File: src/rtl/cpu_types_pkg.sv
// Shared types for the pipeline controller: FSM state and per-latch control.
package cpu_types_pkg;
  typedef enum logic [1:0] {RUN, DWAIT, HALTED} ctrl_state_t;

  typedef struct packed {
    logic en;
    logic flush;
  } latch_ctrl_t;

  localparam int NUM_LATCH = 4;
  localparam int IFID  = 0;
  localparam int IDEX  = 1;
  localparam int EXMEM = 2;
  localparam int MEMWB = 3;
endpackage

File: src/rtl/pipeline_control_if.sv
// Hazard inputs and latch/PC control outputs of the pipeline controller.
interface pipeline_control_if #(parameter int REG_W = 5, parameter int CNT_W = 32);
  logic             ihit, dhit, mem_dREN, mem_dWEN;
  logic             ex_memread, id_uses_rt;
  logic [REG_W-1:0] ex_rd, id_rs, id_rt;
  logic             jump_id, branch_taken, wb_halt;
  logic             pc_en;
  logic             ifid_en, idex_en, exmem_en, memwb_en;
  logic             ifid_flush, idex_flush, exmem_flush, memwb_flush;
  logic             halted;
  logic [CNT_W-1:0] stall_cnt;

  modport master (
    output ihit, dhit, mem_dREN, mem_dWEN, ex_memread, id_uses_rt,
           ex_rd, id_rs, id_rt, jump_id, branch_taken, wb_halt,
    input  pc_en, ifid_en, idex_en, exmem_en, memwb_en,
           ifid_flush, idex_flush, exmem_flush, memwb_flush, halted, stall_cnt
  );

  modport slave (
    input  ihit, dhit, mem_dREN, mem_dWEN, ex_memread, id_uses_rt,
           ex_rd, id_rs, id_rt, jump_id, branch_taken, wb_halt,
    output pc_en, ifid_en, idex_en, exmem_en, memwb_en,
           ifid_flush, idex_flush, exmem_flush, memwb_flush, halted, stall_cnt
  );
endinterface

File: src/rtl/hazard_unit.sv
// Load-use detection: EX-stage load writing a register the ID stage reads.
module hazard_unit #(parameter int REG_W = 5) (
  input  logic             ex_memread,
  input  logic [REG_W-1:0] ex_rd,
  input  logic [REG_W-1:0] id_rs,
  input  logic [REG_W-1:0] id_rt,
  input  logic             id_uses_rt,
  output logic             load_use
);
  // r0 is hardwired, so a load targeting it never creates a dependency
  assign load_use = ex_memread && (ex_rd != '0) &&
                    ((ex_rd == id_rs) || (id_uses_rt && (ex_rd == id_rt)));
endmodule

File: src/rtl/pipeline_control.sv
// Pipeline sequencing: priority mux for PC/latch control, halt/data-wait FSM,
// and a saturating stall-cycle counter.
module pipeline_control
  import cpu_types_pkg::*;
#(
  parameter int REG_W = 5,
  parameter int CNT_W = 32
) (
  input  logic CLK,
  input  logic RST,
  pipeline_control_if.slave bus
);
  ctrl_state_t                   state, state_nxt;
  latch_ctrl_t [NUM_LATCH-1:0]   lc;
  logic                          pc_en, load_use, dwait;
  logic [CNT_W-1:0]              cnt;

  hazard_unit #(.REG_W(REG_W)) u_hazard (
    .ex_memread (bus.ex_memread),
    .ex_rd      (bus.ex_rd),
    .id_rs      (bus.id_rs),
    .id_rt      (bus.id_rt),
    .id_uses_rt (bus.id_uses_rt),
    .load_use   (load_use)
  );

  assign dwait = (bus.mem_dREN || bus.mem_dWEN) && !bus.dhit;

  always_ff @(posedge CLK or posedge RST)
    if (RST) state <= RUN;
    else     state <= state_nxt;

  always_comb begin
    state_nxt = state;
    case (state)
      RUN:     if (bus.wb_halt) state_nxt = HALTED;
               else if (dwait)  state_nxt = DWAIT;
      DWAIT:   if (bus.wb_halt) state_nxt = HALTED;
               else if (bus.dhit) state_nxt = RUN;
      default: state_nxt = HALTED;
    endcase
  end

  always_comb begin
    pc_en = 1'b1;
    for (int i = 0; i < NUM_LATCH; i++) begin
      lc[i].en    = 1'b1;
      lc[i].flush = 1'b0;
    end
    if (RST || state == HALTED) begin
      pc_en = 1'b0;
      for (int i = 0; i < NUM_LATCH; i++) lc[i].en = 1'b0;
    end else if (dwait) begin
      // MEM holds; WB gets a bubble so its instruction retires once
      pc_en           = 1'b0;
      lc[IFID].en     = 1'b0;
      lc[IDEX].en     = 1'b0;
      lc[EXMEM].en    = 1'b0;
      lc[MEMWB].flush = 1'b1;
    end else if (bus.branch_taken) begin
      lc[IFID].flush  = 1'b1;
      lc[IDEX].flush  = 1'b1;
      lc[EXMEM].flush = 1'b1;
    end else if (load_use) begin
      pc_en          = 1'b0;
      lc[IFID].en    = 1'b0;
      lc[IDEX].flush = 1'b1;
    end else if (bus.jump_id) begin
      pc_en          = bus.ihit;
      lc[IFID].flush = 1'b1;
    end else if (!bus.ihit) begin
      pc_en          = 1'b0;
      lc[IFID].flush = 1'b1;
    end
  end

  always_ff @(posedge CLK or posedge RST)
    if (RST) cnt <= '0;
    else if (!pc_en && state != HALTED && cnt != {CNT_W{1'b1}})
      cnt <= cnt + CNT_W'(1);

  assign bus.pc_en       = pc_en;
  assign bus.ifid_en     = lc[IFID].en;
  assign bus.idex_en     = lc[IDEX].en;
  assign bus.exmem_en    = lc[EXMEM].en;
  assign bus.memwb_en    = lc[MEMWB].en;
  assign bus.ifid_flush  = lc[IFID].flush;
  assign bus.idex_flush  = lc[IDEX].flush;
  assign bus.exmem_flush = lc[EXMEM].flush;
  assign bus.memwb_flush = lc[MEMWB].flush;
  assign bus.halted      = (state == HALTED);
  assign bus.stall_cnt   = cnt;
endmodule

File: src/flat_wrapper.sv
// flat-port wrapper written by rule: the top's interface ports become plain ports
module pipeline_control_flat import cpu_types_pkg::*;
#(
  parameter int REG_W = 5,
  parameter int CNT_W = 32
)
  (CLK, RST, bus_ihit, bus_dhit, bus_mem_dREN, bus_mem_dWEN, bus_ex_memread, bus_id_uses_rt, bus_ex_rd, bus_id_rs, bus_id_rt, bus_jump_id, bus_branch_taken, bus_wb_halt, bus_pc_en, bus_ifid_en, bus_idex_en, bus_exmem_en, bus_memwb_en, bus_ifid_flush, bus_idex_flush, bus_exmem_flush, bus_memwb_flush, bus_halted, bus_stall_cnt);
  pipeline_control_if #(.REG_W(REG_W), .CNT_W(CNT_W)) bus_i ();
  input  logic CLK;
  input  logic RST;
  input wire logic [$bits(bus_i.ihit)-1:0] bus_ihit;
  input wire logic [$bits(bus_i.dhit)-1:0] bus_dhit;
  input wire logic [$bits(bus_i.mem_dREN)-1:0] bus_mem_dREN;
  input wire logic [$bits(bus_i.mem_dWEN)-1:0] bus_mem_dWEN;
  input wire logic [$bits(bus_i.ex_memread)-1:0] bus_ex_memread;
  input wire logic [$bits(bus_i.id_uses_rt)-1:0] bus_id_uses_rt;
  input wire logic [$bits(bus_i.ex_rd)-1:0] bus_ex_rd;
  input wire logic [$bits(bus_i.id_rs)-1:0] bus_id_rs;
  input wire logic [$bits(bus_i.id_rt)-1:0] bus_id_rt;
  input wire logic [$bits(bus_i.jump_id)-1:0] bus_jump_id;
  input wire logic [$bits(bus_i.branch_taken)-1:0] bus_branch_taken;
  input wire logic [$bits(bus_i.wb_halt)-1:0] bus_wb_halt;
  output wire logic [$bits(bus_i.pc_en)-1:0] bus_pc_en;
  output wire logic [$bits(bus_i.ifid_en)-1:0] bus_ifid_en;
  output wire logic [$bits(bus_i.idex_en)-1:0] bus_idex_en;
  output wire logic [$bits(bus_i.exmem_en)-1:0] bus_exmem_en;
  output wire logic [$bits(bus_i.memwb_en)-1:0] bus_memwb_en;
  output wire logic [$bits(bus_i.ifid_flush)-1:0] bus_ifid_flush;
  output wire logic [$bits(bus_i.idex_flush)-1:0] bus_idex_flush;
  output wire logic [$bits(bus_i.exmem_flush)-1:0] bus_exmem_flush;
  output wire logic [$bits(bus_i.memwb_flush)-1:0] bus_memwb_flush;
  output wire logic [$bits(bus_i.halted)-1:0] bus_halted;
  output wire logic [$bits(bus_i.stall_cnt)-1:0] bus_stall_cnt;
  assign bus_i.ihit = bus_ihit;
  assign bus_i.dhit = bus_dhit;
  assign bus_i.mem_dREN = bus_mem_dREN;
  assign bus_i.mem_dWEN = bus_mem_dWEN;
  assign bus_i.ex_memread = bus_ex_memread;
  assign bus_i.id_uses_rt = bus_id_uses_rt;
  assign bus_i.ex_rd = bus_ex_rd;
  assign bus_i.id_rs = bus_id_rs;
  assign bus_i.id_rt = bus_id_rt;
  assign bus_i.jump_id = bus_jump_id;
  assign bus_i.branch_taken = bus_branch_taken;
  assign bus_i.wb_halt = bus_wb_halt;
  assign bus_pc_en = bus_i.pc_en;
  assign bus_ifid_en = bus_i.ifid_en;
  assign bus_idex_en = bus_i.idex_en;
  assign bus_exmem_en = bus_i.exmem_en;
  assign bus_memwb_en = bus_i.memwb_en;
  assign bus_ifid_flush = bus_i.ifid_flush;
  assign bus_idex_flush = bus_i.idex_flush;
  assign bus_exmem_flush = bus_i.exmem_flush;
  assign bus_memwb_flush = bus_i.memwb_flush;
  assign bus_halted = bus_i.halted;
  assign bus_stall_cnt = bus_i.stall_cnt;
  pipeline_control #(.REG_W(REG_W), .CNT_W(CNT_W)) u_core (.CLK(CLK), .RST(RST), .bus(bus_i));
endmodule
File: config.mk
export PLATFORM = sky130hd
export DESIGN_NAME = pipeline_control_flat
export DESIGN_NICKNAME = d
export VERILOG_FILES = /design/src/rtl/cpu_types_pkg.sv /design/src/rtl/pipeline_control_if.sv /design/src/rtl/hazard_unit.sv /design/src/rtl/pipeline_control.sv /design/src/flat_wrapper.sv
export SDC_FILE = /design/constraint.sdc
export NUM_CORES = 1
export LEC_CHECK = 0
export CAP_MARGIN = 15
export CORE_MARGIN = 4
export CORE_UTILIZATION = 36
export CTS_CLUSTER_SIZE = 40
export DETAILED_ROUTE_END_ITERATION = 10
export GPL_ROUTABILITY_DRIVEN = 0
export PLACE_DENSITY = 0.67
export SLEW_MARGIN = 30
export SYNTH_ARGS = -nofsm -noshare
export SYNTH_HDL_FRONTEND = slang
export SYNTH_SLANG_ARGS = --single-unit
File: constraint.sdc
create_clock -name CLK -period 2.7 [get_ports CLK]
set_input_delay 0.27 -clock CLK [delete_from_list [all_inputs] [get_ports CLK]]
set_output_delay 0.27 -clock CLK [all_outputs]
set_load 0.02 [all_outputs]
Figure 1. Clock nets (run 1).
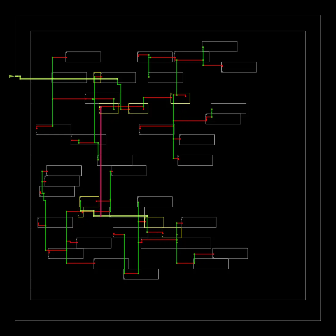
TritonCTS buffer count: 5
clock buffers: 7
P_clk: 0.000386 W
Seq cells: 34
clock latency on the worst-skew pair: 280 ps

Figure 2. Ports around the boundary (run 1).
Pins as bars across the die edge, other pins in gray.
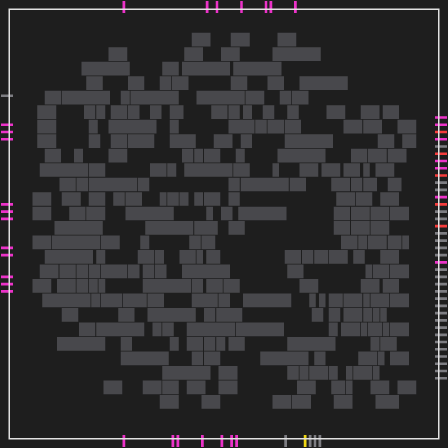
color	port	pins	direction	edge
magenta	bus_stall_cnt	32	output	11 left, 7 bottom, 7 right, 7 top
red	bus_ex_rd	5	input	right
yellow	bus_dhit	1	input	bottom
all pins by edge	37 right, 12 left, 12 bottom, 7 top

==> results.ini, run 1 <==
[outcome]
status=complete, no violations

[detailed_routing]
wl_met1_mm=2.12
drt_iter0_markers=73
met3_length_um=407
dr.max_layer_used=met4
wirelength_mm=4.66
first_pass_iters=4
route.met2.wl_mm=2.11

[setup_path]
crit_fanout=3
r2r-start=u_core.bus.stall_cnt[6]
arrival_ps=2320
worstSetupEndpointType=primary output
reg2reg_slack_ps=440
crit_path_start=bus_ex_rd[2]

[clocking]
cts_hold_buf=0
cts_max_level=2
clkTransAtPathRegs_ps=60
cts.sink_count=34
cts.path.max_buffers=2
clockRootBuffer=clkbuf_8

[final_layout]
largestClassByArea=multi-input combinational cells
sh_seq_area=0.312
drive_gt1_frac=0.0814
comb_share=0.355
area_growth_pct=44.6
logic_area_um2=968
clkCellAreaFrac=0.0335
fin_area_um2=2730
seqCellArea_um2=851
diodes=0
logic_gates=140
nonClkBufAreaFrac=0.263

[sta]
slew_headroom=0.520
fin_crit_ps=2590
setup_violations=0
fin_setup_tns_ps=0
worst_pin_slew_ps=720
slew_violations=0

[global_route]
met1_usage=0.190
track_usage=0.148
grt_pass1_vias=1675
grt_max_degree=35

[synthesis]
synthXorXnorAreaFrac=0.190
yosys_warnings=0
ys.flops=34
fa_ha_area_frac=0.00664
netlist_instances=185
flop_cell=dfrtp_1
syn-cell-area_um2=1890
ys_sh_simple=0.270
edf_count=0
syn_area_per_cell_um2=10.2
top_cell=xnor2_1
top_cells_by_count=xnor2_1, dfrtp_1, and3_1, nand3_1, nand4_1

[die]
pin_count=68
taps=70
fp_util=0.369
fp-row-count=26
die_h_um=80.4

[power]
p_leak_nw=1.16
pg_seq_w=0.000529
powerDensity_nw_per_um2=380
internal_power_w=0.000793
combinationalPower_w=0.000122
power_frac_comb=0.118
switchingPower_w=0.000244
swShare=0.235
vdd_drop_max_v=0.000274

[worst_hold_path]
hold_path.class=reg2reg
hold_depth=1
hp-start=u_core.state[1]
min_to=u_core.state[1]

[placed_design]
port_buffers=67
dp_hpwl_mm=3.46

[run]
warnings=26
max_cap_violations=0

Figure 3. Clock network drawn from the DEF (run 1).
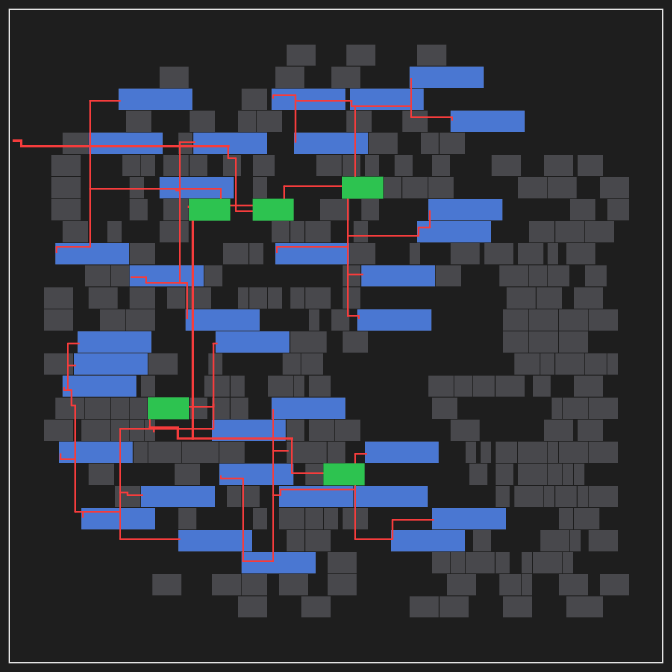
[green] clock drivers | count: 5
[blue] flip-flops | count: 34
[red] clock wires | length: 445 µm
routed clock nets	6

-- run 1: layout by cell type (no fill, tap or decap), types with 7 or more instances in the layout --
cell and n:
nand3_1 17, and3_1 19, clkdlybuf4s50_1 65, nor2_1 8, nand4_1 12, dfrtp_1 34, nand2_1 7, xnor2_1 41
-- run 1: through the flow --
stage	setup slack, ps	std cells	hold slack [ps]
after global placement	49.9	320	462
after floorplan	681	185	341
final	106	328	472
after global routing	15.2	328	515
after detailed placement	4.30	320	463
after CTS	103	328	478
-- run 1: critical path: stages --
cell and delay [ps]:
clkdlybuf4s50_1 470, or4_1 490, o21a_1 210, nand2_1 110
a21oi_1 70, nor2_1 80, clkdlybuf4s50_1 610
-- run 1: sequential cells by signal, indices dropped and copies added (netlist names) --
register / count
u_core.state: 2
u_core.bus.stall_cnt: 32
## Run 2: what changed since run 1
==> constraint.sdc (replaced) <==
create_clock -name CLK -period 3 [get_ports CLK]
set_input_delay 0.3 -clock CLK [delete_from_list [all_inputs] [get_ports CLK]]
set_output_delay 0.3 -clock CLK [all_outputs]
set_load 0.02 [all_outputs]
Figure 4. Ports around the boundary (run 2).
Pins as bars across the die edge, other pins in gray.
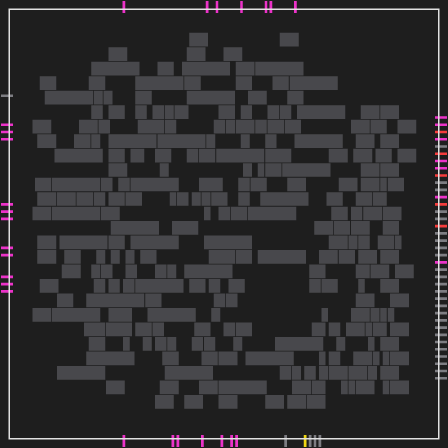
width of the die: 80.4 µm
# port buffers: 67
die height: 80.4 µm

Figure 5. Cells by drive strength (run 2).
The bar under the picture is 20 µm long.
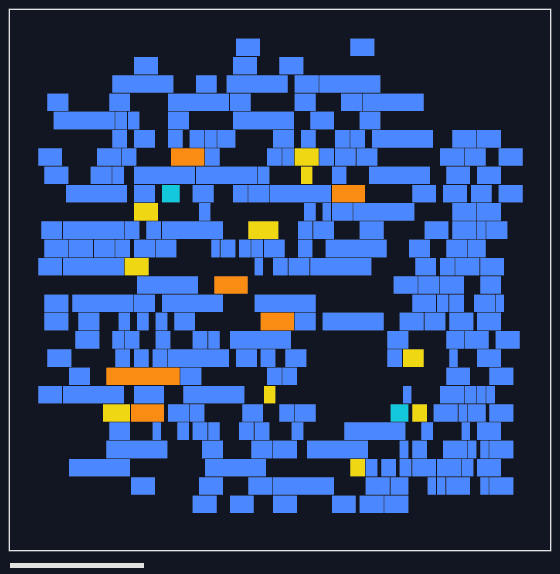
color	size	cells	most used
blue	_0 and _1 cells	236	clkdlybuf4s50_1
cyan	_3 and _4 cells	2	buf_4
yellow	_2 cells	10	nand3_2
orange	_6 and larger	6	clkbuf_8

Figure 6. Clock network drawn from the DEF (run 2).
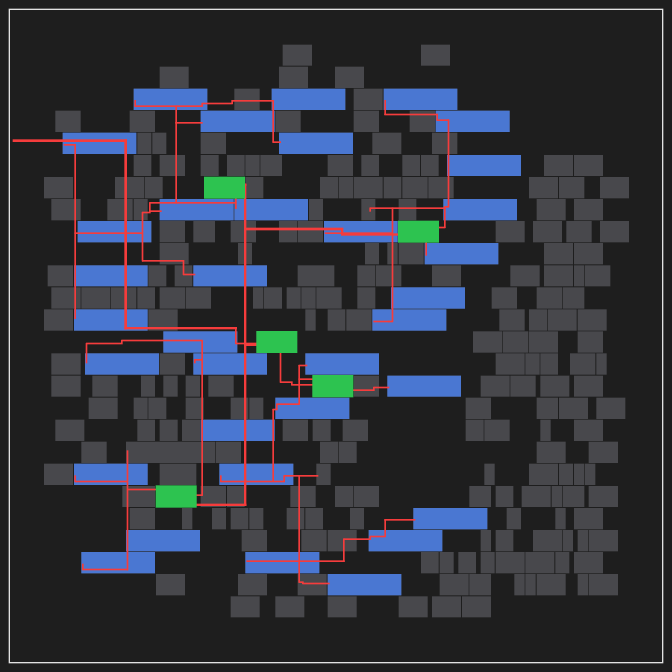
clock network fraction of total power: 0.418
Fin Clk Skew: 7.71 ps
clock latency on the worst-skew pair: 290 ps
P_clk: 0.000416 W

==> run 2 against run 1 <==
Effect of this change:
- sequential cell count stayed put
- via count is 3.0% lower
- critical path depth stayed put
- clock skew is 3.6 ps higher
- critical path type unchanged
- critical endpoint is now bus_ifid_flush
- largest power group unchanged
==> results.ini, run 2 <==
[die]
pin_count=68  ; unchanged
fp-row-count=26  ; unchanged
fp_util=0.369  ; unchanged

[outcome]
status=complete, no violations

[setup_path]
crit_path_start=bus_ex_rd[0]
crit_fanout=3  ; unchanged
crit_top_cell=clkdlybuf4s50_1
arrival_ps=2530  ; +210 ps
cp.buffers_inverters=2  ; unchanged
critPathTopFamily=buffers and inverters
worstSetupEndpointType=primary output
reg2reg_slack_ps=720  ; +280 ps
r2r-start=u_core.bus.stall_cnt[6]
crit_chain=clkdlybuf4s50_1 > or4_1 > o21a_1 > nand2_1 > nor2_1 > a211oi_1 > clkdlybuf4s50_1
slowest_stage=clkdlybuf4s50_1
cp.depth=7  ; unchanged
slowest_delay_ps=640  ; +30 ps

[synthesis]
yosys_warnings=0  ; unchanged
ys.flops=34  ; unchanged
syn-cell-area_um2=1890  ; unchanged
syn_area_per_cell_um2=10.2  ; unchanged
top_cell=xnor2_1
top_cells_by_count=xnor2_1, dfrtp_1, and3_1, nand3_1, nand4_1
edf_count=0  ; unchanged
netlist_instances=185  ; unchanged

[sta]
setup_slack_ps=172  ; +66.0 ps
fin_setup_tns_ps=0  ; unchanged
setup_violations=0  ; unchanged
fin_crit_ps=2830
holdWs_ps=476  ; +4.40 ps
slew_headroom=0.518  ; -0.00210
slew_violations=0  ; unchanged
worst_pin_slew_ps=723  ; +3.16 ps

[worst_hold_path]
hold_depth=1  ; unchanged
hold_path.class=reg2reg
min_to=u_core.state[1]

[detailed_routing]
dr.max_layer_used=met4
met3_length_um=397  ; -2.5%
wl_met1_mm=2.11  ; about the same
first_pass_iters=4  ; unchanged
wirelength_mm=4.52  ; -3.0%
drt_iter0_markers=77  ; +5.5%

[global_route]
track_usage=0.147  ; -0.00112
grt_pass1_vias=1578  ; -5.8%
grt_max_degree=35  ; unchanged

[final_layout]
diodes=0  ; unchanged
final_cell_mix=clkdlybuf4s50_1, xnor2_1, dfrtp_1, and3_1, nand3_1
fin_area_um2=2710  ; -0.50%
largest_reg_flops=32  ; unchanged
area_growth_pct=43.9
drive_gt1_frac=0.0709  ; -0.0105

[clocking]
cts_max_level=2  ; unchanged
cts.sink_count=34  ; unchanged
clkTransAtPathRegs_ps=70  ; about the same
cts_made_buffers=5  ; unchanged
cts_hold_buf=0  ; unchanged
clockRootBuffer=clkbuf_8
cts.path.max_buffers=2  ; unchanged

[run]
warnings=26  ; unchanged
max_cap_violations=0  ; unchanged

[placed_design]
numPlacedInstances=316  ; -1.3%
dp_hpwl_mm=3.33  ; -3.7%
pre_cts_ws_ps=168  ; +164 ps

[power]
vdd_drop_max_v=0.000364  ; +33%
powerDensity_nw_per_um2=368  ; -3.4%
p_leak_nw=1.13  ; -2.9%

## run 2: cell counts after synthesis
No cell type changed its count.
## run 2: area by class of cell
class,count,area [µm²]
clock inverters,3,40.0
fillers,478,2390
repair buffers,69,686
inverters,3,11.3
well taps,70,87.6
clock buffers,5,68.8
multi-input cells,140,968
flip-flops and latches,34,851
## run 2: kinds of logic (layout without fill, tap and decap cells)
group	count (synthesis)	in the layout	synth area share
buffers and inverters	11	80	0.0352
XOR/XNOR	41	41	0.190
AND-OR/OR-AND	11	11	0.0405
flip-flops	34	34	0.451
AND/OR/NAND/NOR	86	86	0.270
multiplexers	1	1	0.00597
adder cells (fa/ha/maj)	1	1	0.00663
## run 2: power breakdown
part           switching (W)  internal (W)
combinational      0.0000446     0.0000611
clock               0.000172      0.000244
sequential        0.00000971      0.000465
## Run 3: what changed since run 2
--- a/config.mk
+++ b/config.mk
@@ -8,6 +8,7 @@
 export CAP_MARGIN = 15
 export CORE_MARGIN = 4
 export CORE_UTILIZATION = 36
+export CTS_CLUSTER_DIAMETER = 80
 export CTS_CLUSTER_SIZE = 40
 export DETAILED_ROUTE_END_ITERATION = 10
 export GPL_ROUTABILITY_DRIVEN = 0
==> constraint.sdc (replaced) <==
create_clock -name CLK -period 3.1 [get_ports CLK]
set_input_delay 0.31 -clock CLK [delete_from_list [all_inputs] [get_ports CLK]]
set_output_delay 0.31 -clock CLK [all_outputs]
set_load 0.02 [all_outputs]
==> run 3 against run 2 <==
Effect of this change:
- clock skew decreased by 1.5 ps
- combinational power decreased by 5%
- via count increased by 1.4%
- sequential cell count unchanged
- clock power decreased by 4%
- first-iteration DRC count decreased by 27%
- non-clock buffer count unchanged
- worst hold slack improved by 4.6 ps
- setup slack improved by 74 ps
- synthesized cell count unchanged
==> results.ini, run 3 <==
[synthesis]
ys_sh_simple=0.270  ; unchanged
synth.distinct_cells=33
syn_nets=212
netlist_instances=185  ; unchanged
top_logic_kind=simple AND/OR/NAND/NOR gates
ys_seq_share=0.451
synthArstFlopShare=1.00
fa_ha_area_frac=0.00664  ; unchanged
yosys_warnings=0  ; unchanged
top_cell=xnor2_1
yosys-top-cells-area=dfrtp_1, xnor2_1, and3_1
mux_share=0.00597  ; unchanged
syn-cell-area_um2=1890  ; unchanged
synthXorXnorAreaFrac=0.190  ; unchanged
synth-compound-area-share=0.0405  ; unchanged
ys.flops=34  ; unchanged
top_cells_by_count=xnor2_1, dfrtp_1, and3_1, nand3_1, nand4_1
syn_area_per_cell_um2=10.2  ; unchanged
edf_count=0  ; unchanged

[detailed_routing]
wl_per_cell_um=13.8
first_pass_iters=4  ; unchanged
dr.max_layer_used=met4
wirelength_mm=4.46  ; -1.3%
met3_length_um=431  ; +8.6%
drt_iter0_markers=56  ; -27%
route.detailed.drc=0
wl_met1_mm=2.04  ; -3.7%
vias_per_cell=5.08
dr_total_vias=1646

[sta]
setup_violations=0  ; unchanged
slew_violations=0  ; unchanged
setup_slack_ps=246  ; +74.1 ps
holdWs_ps=481  ; +4.63 ps
slew_headroom=0.527  ; +0.00929
fin_crit_ps=2850
rsz0062_at_grt=no
fin_setup_tns_ps=0  ; unchanged
worst_pin_slew_ps=709  ; -13.9 ps
finalClockSkew_ps=6.19  ; -1.52 ps
finalHoldViolCount=0

[setup_path]
required_ps=2790
worstSetupEndpointType=primary output
crit_fanout=3  ; unchanged
crit_chain=clkdlybuf4s50_1 > or4_1 > o21a_1 > nand2_1 > nor2_1 > a211oi_1 > clkdlybuf4s50_1
cp.buffers_inverters=2  ; unchanged
arrival_ps=2540  ; about the same
slowest_delay_ps=640  ; about the same
slowest_stage=clkdlybuf4s50_1
crit_type=in2out
critPathTopFamily=buffers and inverters
crit_path_start_kind=input pin
crit_top_cell=clkdlybuf4s50_1

[final_layout]
logic_area_um2=968  ; unchanged
nets=280
clkCellAreaFrac=0.0401  ; unchanged
logic_gates=140  ; unchanged
fill_cells=457  ; -4.4%
drive_gt1_frac=0.0709  ; unchanged
comb_share=0.357  ; unchanged
diodes=0  ; unchanged
clock_buffers=5  ; unchanged
sh_seq_area=0.314  ; unchanged
final_cell_mix=clkdlybuf4s50_1, xnor2_1, dfrtp_1, and3_1, nand3_1
largest_reg_flops=32  ; unchanged
signal_buffers=69  ; unchanged
utilization=0.531
layout_top_cell=clkdlybuf4s50_1
flop-count=34  ; unchanged
largestClassByArea=multi-input combinational cells
fin_area_um2=2710  ; unchanged
num-nonclk-inverters=3  ; unchanged
seqCellArea_um2=851  ; unchanged
nonClkBufAreaFrac=0.253  ; unchanged
area_growth_pct=43.9  ; unchanged

[clocking]
cts_made_buffers=5  ; unchanged
cts_tree=yes
cts_hold_buf=0  ; unchanged
cts_max_level=2  ; unchanged
clockRootBuffer=clkbuf_8
cts.path.max_buffers=2  ; unchanged
cts_resized=0
clkTransAtPathRegs_ps=70  ; about the same

[power]
power.group.top=registers
swShare=0.225  ; -0.00205
combinationalPower_w=0.000101  ; -5%
seqPwrFrac=0.478  ; +0.002
switchingPower_w=0.000216  ; -4.4%
pg_seq_w=0.000460  ; -3%
powerDensity_nw_per_um2=355  ; -3.5%
p_clk_frac=0.417  ; about the same
p_leak_nw=1.13  ; unchanged
vdd_drop_max_v=0.000314  ; -14%
internal_power_w=0.000746  ; -3.2%
power_frac_comb=0.105  ; about the same
p_total_w=0.000962

[global_route]
grt_first_pass_wirelength_mm=7.34
grt_pass1_vias=1583  ; +0.32%
grt_overflow=0
track_usage=0.145  ; -0.00166
grt_max_degree=35  ; unchanged

[worst_hold_path]
hold_path.class=reg2reg

[die]
fp-row-count=26  ; unchanged
die_h_um=80.4  ; unchanged
fp_util=0.369  ; unchanged
taps=70  ; unchanged
dieWidth_um=80.4  ; unchanged
pin_count=68  ; unchanged
chip_area_um2=6460

[placed_design]
numPlacedInstances=316  ; unchanged
place_area_um2=2600
dp_hpwl_mm=3.30  ; -0.94%
port_buffers=67  ; unchanged
pre_cts_ws_ps=254  ; +86.4 ps

[run]
max_cap_violations=0  ; unchanged
warnings=26  ; unchanged

[outcome]
status=complete, no violations

==> run 3: cell counts after synthesis <==
Identical to the previous run, type by type.
==> run 3: layer usage <==
layer,global-route usage,up-vias
met5,0,-
met4,0.0456,0
met3,0.0493,6
met2,0.224,69
met1,0.191,779
li1,-,792
==> run 3: final timing paths <==
kind / cells past startpoint / from / end / slack (ps)
worst max-delay path: 7 / bus_ex_rd[0] / bus_ifid_flush / 250
worst min-delay path: 1 / u_core.state[1] / u_core.state[1] / 480
worst max register to register: 6 / u_core.bus.stall_cnt[6] / u_core.bus.stall_cnt[22] / 800
worst min register to register: 1 / u_core.state[1] / u_core.state[1] / 480
max in group asynchronous: 3 / RST / u_core.bus.stall_cnt[16] / 2280
min in group asynchronous: 3 / RST / u_core.bus.stall_cnt[30] / 520
Figure 7. Clock nets (run 3).
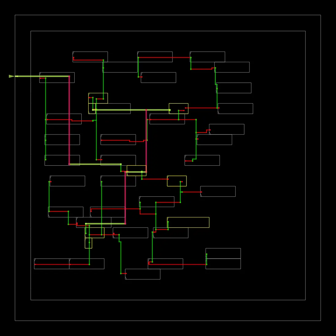
# clock sinks: 34
clock latency on the worst-skew pair: 280 ps
P_clk: 0.000401 W

Figure 8. Clock network drawn from the DEF (run 3).
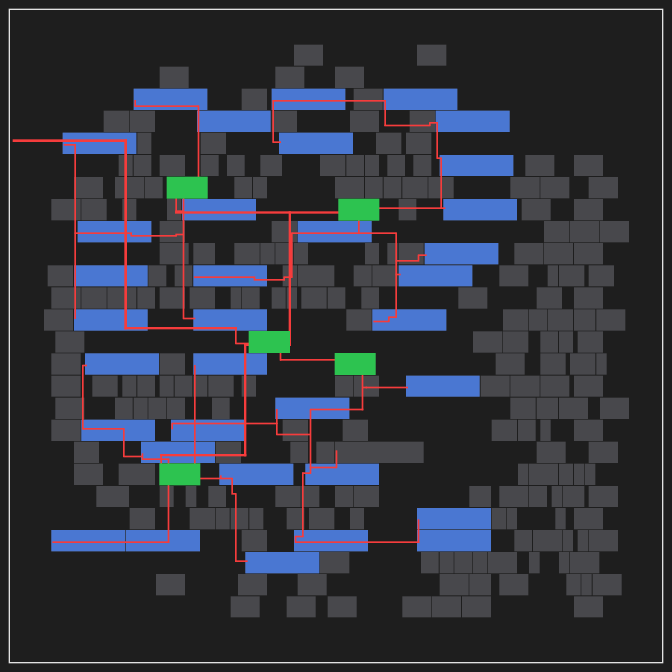
[blue] flip-flops | count: 34
[green] clock drivers | count: 5
[red] clock wires | length: 476 µm
routed clock nets	6

Figure 9. Placed cells, one color a class (run 3).
The bar under the picture is 20 µm long.
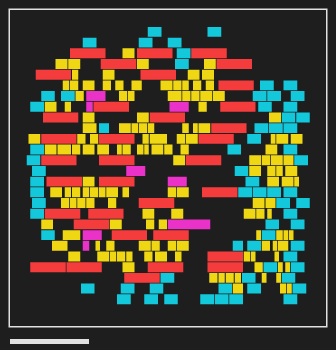
color	class	cells	share of their area
magenta	clock drivers and dummy loads	8	4.1%
yellow	combinational and other logic	143	37%
cyan	remaining buffers and delay cells	69	26%
red	sequential cells	34	32%

No activity file was given, so power comes from the tool's default toggle rates.
